**Placed cells, one colour a class**

(2 px per um)
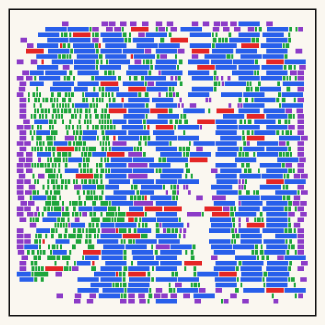
**Wires at chosen ports, followed through buffers**

(3 px per um)
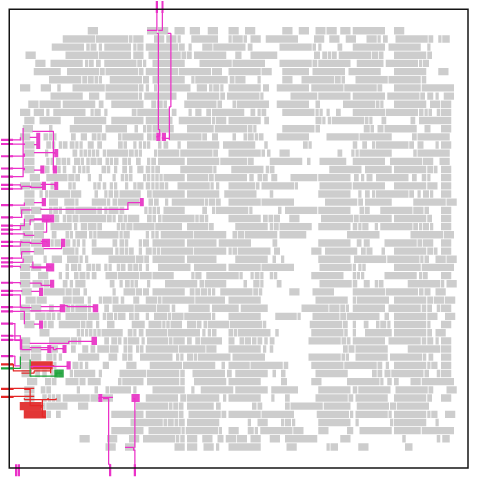
**The clock network**

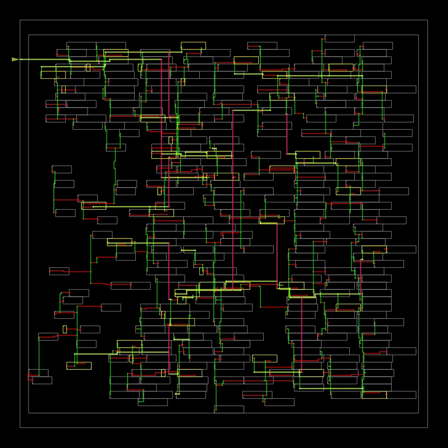
**Clock distribution**

(3 px per um)
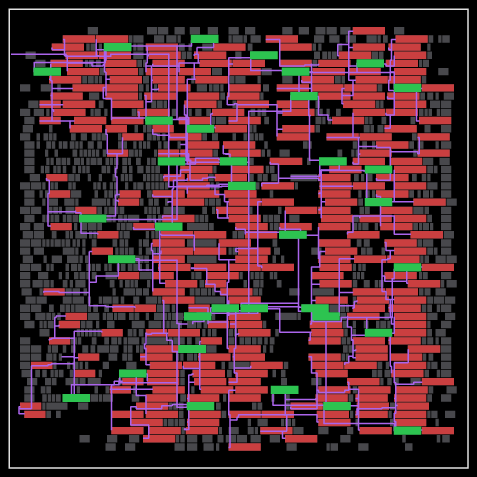
==> config.mk <==
export PLATFORM = sky130hd
export DESIGN_NAME = ifetch_queue
export DESIGN_NICKNAME = d
export VERILOG_FILES = /design/src/rtl/ifetch_queue.sv
export SDC_FILE = /design/constraint.sdc
export NUM_CORES = 1
export LEC_CHECK = 0
export ABC_AREA = 1
export CORE_MARGIN = 3
export CORE_UTILIZATION = 55
export CTS_CLUSTER_SIZE = 10
export DETAILED_ROUTE_END_ITERATION = 10
export GPL_TIMING_DRIVEN = 0
export PLACE_DENSITY_LB_ADDON = 0.3
export SLEW_MARGIN = 20
export SYNTH_ARGS = -nofsm -noshare
export SYNTH_HDL_FRONTEND = slang
export SYNTH_SLANG_ARGS = --single-unit
==> constraint.sdc <==
create_clock -name clk -period 12.89 [get_ports clk]
set_input_delay 1.9335 -clock clk [delete_from_list [all_inputs] [get_ports clk]]
set_output_delay 1.9335 -clock clk [all_outputs]
set_load 0.05 [all_outputs]
==> flow_metrics.py <==
# Physical implementation metrics
metrics = {
    "sta": {
        "setup_violations": 0,
        "worstMarginPinSlew_ns": 0.7669,
        "finalSetupTns_ns": 0,
        "finalClockPeriodUsage": 0.4509,
        "timing.hold.ws_ns": 0.5090,
        "drv_slew": 0,
        "min_period_ns": 5.812,
        "fin_ws_ns": 7.078,
        "fmax_mhz": 172.1,
        "hold_viol": 0,
        "slew_headroom": 0.4875,
        "rsz0062_at_grt": "false",
    },
    "global_routing": {
        "busiest_layer": "met2",
        "grt_use_met2": 0.3933,
        "grt_use_met3": 0.04061,
        "track_usage": 0.2401,
        "grt_pass1_vias": 8347,
        "grt_max_degree": 26,
        "gr-total-overflow": 0,
        "grt_pass1_wl_um": 44480,
        "grt_antenna_before_repair": 0,
        "grt_use_met1": 0.3342,
    },
    "clocking": {
        "ctsResizeCount": 0,
        "cts_made_buffers": 34,
        "clockBufferDepth": 3,
        "holdBufCountCts": 0,
        "cts_tree": "built",
        "clkSinkCount": 287,
        "root_buffer": "clkbuf_16",
        "clk_pin_slew_worst_paths_ns": 0.05,
        "post-cts-setup-buffers": 0,
        "htree_levels": 2,
    },
    "logic_synthesis": {
        "synth.ff_latch_count": 287,
        "ys_top_logic_family": "simple AND/OR/NAND/NOR gates",
        "largest_area_cell": "edfxtp_1",
        "ys_area_mm2": 0.01180,
        "common_cells": "248 x edfxtp_1, 156 x o21ai_0, 151 x nor2_1, 125 x nand2_1, 62 x o22ai_1",
        "yosys.area_share.aoi": 0.1181,
        "simple_gate_area_frac": 0.1311,
        "synth-async-reset-ratio": 0,
        "yosys_warnings": 0,
        "ys_sh_adder": 0.008061,
        "yosys-top-cells-area": "edfxtp_1 63%, dfxtp_1 6.6%, o21ai_0 6.6%, nor2_1 4.8%, nand2_1 4.0%",
        "netlist_instances": 1024,
        "synth-xor-area-share": 0.003712,
        "synth_cell_types": 37,
        "netlist_area_mm2": 0.01180,
        "synth-edff-count": 248,
        "yosysTopAreaCellShare": 0.6313,
        "yosysCellCount": 1024,
        "most_common_cell": "edfxtp_1",
        "ys_seq_frac": 0.6975,
        "ys_sh_mux": 0,
        "synthFlopType": "edfxtp_1",
        "avgSynthCellArea_um2": 11.52,
    },
    "placed_design": {
        "hpwl_um": 18750,
        "place_congestion": 0.8688,
        "post-place-cells": 1468,
        "place_ws_ns": 7.108,
        "post_dp_cell_area_mm2": 0.01400,
    },
    "routing": {
        "viasPerCell": 5.627,
        "dr_wl_met3_um": 2307,
        "drtAntennaViolNets": 0,
        "vias": 8530,
        "finalWirelength_um": 28630,
        "wl_met1_um": 11800,
        "met2WireLength_um": 13810,
        "drtIter0Drc": 701,
        "top_layer": "met4",
        "route.detailed.drc": 0,
        "dr.pass1.iters": 5,
        "avgRoutedWirePerCell_um": 18.88,
    },
    "floorplan": {
        "initial_core_util": 0.5719,
        "die_x_um": 152.5,
        "die_h_um": 152.5,
        "chip_area_mm2": 0.02324,
        "rows": 52,
        "tap_cells": 270,
    },
    "worst_setup_path": {
        "r2r_slack_ns": 10.33,
        "critPathMaxFanout": 10,
        "cp.required_ns": 10.96,
        "crit_chain": "clkdlybuf4s50_1, buf_2, buf_2, a31oi_1, clkdlybuf4s50_1",
        "max_stage_delay_ns": 0.83,
        "worstSetupPathType": "in2out",
        "cpLargestDelayFamily": "buffers and inverters",
        "crit_cells": 5,
        "end_kind": "primary output",
        "path_buffers": 4,
        "worst_path_max_delay_cell": "clkdlybuf4s50_1",
        "cp.arrival_ns": 3.88,
        "startpoint_type": "input pin",
        "worstRegToRegCells": 9,
    },
    "cells_and_area": {
        "lay_top_count": "edfxtp_1",
        "diodes": 0,
        "clockBufferCount": 47,
        "stdcell_count": 1516,
        "mostFrequentLayoutCells": "248 x edfxtp_1, 162 x clkdlybuf4s50_1, 156 x o21ai_0",
        "inv_count": 62,
        "final-nonclk-buf-share": 0.1392,
        "signal_buffers": 224,
        "drive_gt1_frac": 0.09149,
        "largest_register_ffs": 248,
        "nets": 1310,
        "nMultiInputCombCells": 625,
        "sh_comb_area": 0.2092,
        "num-fill-cells": 1394,
        "largest_class": "flip-flops and latches",
        "logic_area_mm2": 0.003123,
        "regArea_mm2": 0.008228,
        "clk_share": 0.06227,
        "syn_to_final_growth_pct": 26.56,
        "fin_util": 0.7239,
    },
    "power_and_ir_drop": {
        "internal_power_w": 0.001575,
        "p_leak_nw": 5.091,
        "pwr-share-seq": 0.517,
        "pwr.group.sequential_w": 0.00105,
        "p_sw_w": 0.0004474,
        "ir_drop_uv": 103.0,
        "power.total_w": 0.002022,
        "p_sw_frac": 0.2213,
        "power_frac_comb": 0.078,
        "top_power_group": "registers",
        "powerDensity_mw_per_mm2": 135.4,
        "powerComb_w": 0.000157,
    },
    "outcome": {
        "status": "finished clean",
    },
    "job": {
        "tool_warnings": 31,
        "max_cap_viol_count": 0,
    },
    "min_path": {
        "hp-class": "reg2reg",
        "worstHoldPathCells": 1,
    },
}
-- 'placed cells, one colour a class' (at the start) --
legend:
  green:
    class: combinational and other logic
    cells: 687
  red:
    class: clock drivers and dummy loads
    cells: 48
  purple:
    class: other buffers and delay cells
    cells: 224
  blue:
    class: flops
    cells: 287
cell area after layout: 0.01493 mm^2
Core Area: 0.02062 mm^2
Seq/total area: 0.5511

-- 'wires at chosen ports, followed through buffers' (at the start) --
legend:
  red:
    port: level
    direction: output
    edge: left
    end_cells: 3
    buffers: 3
    wire: 70.4 um
  magenta:
    port: redirect_pc
    direction: input
    edge: 26 left, 4 bottom, 2 top
    end_cells: 30
    buffers: 30
    wire: 541 um
  green:
    port: out_ready
    direction: input
    edge: left
    end_cells: 2
    buffers: 1
    wire: 24.1 um
IO buf count: 162
I/O pins: 169

-- 'the clock network' (at the start) --
Worst-Skew Late Latency: 0.50 ns
Flops: 287
clock network power: 0.000820 W

-- 'clock distribution' (at the start) --
legend:
  purple:
    item: clock wires
    length: 3070 um
  red:
    item: flip-flops
    count: 287
  green:
    item: clock drivers
    count: 34
routed clock nets: 35
Clock Skews: 0.01616 ns
clock share of power: 0.406

Power figures rest on the tool's default switching activity, not on a simulated workload.
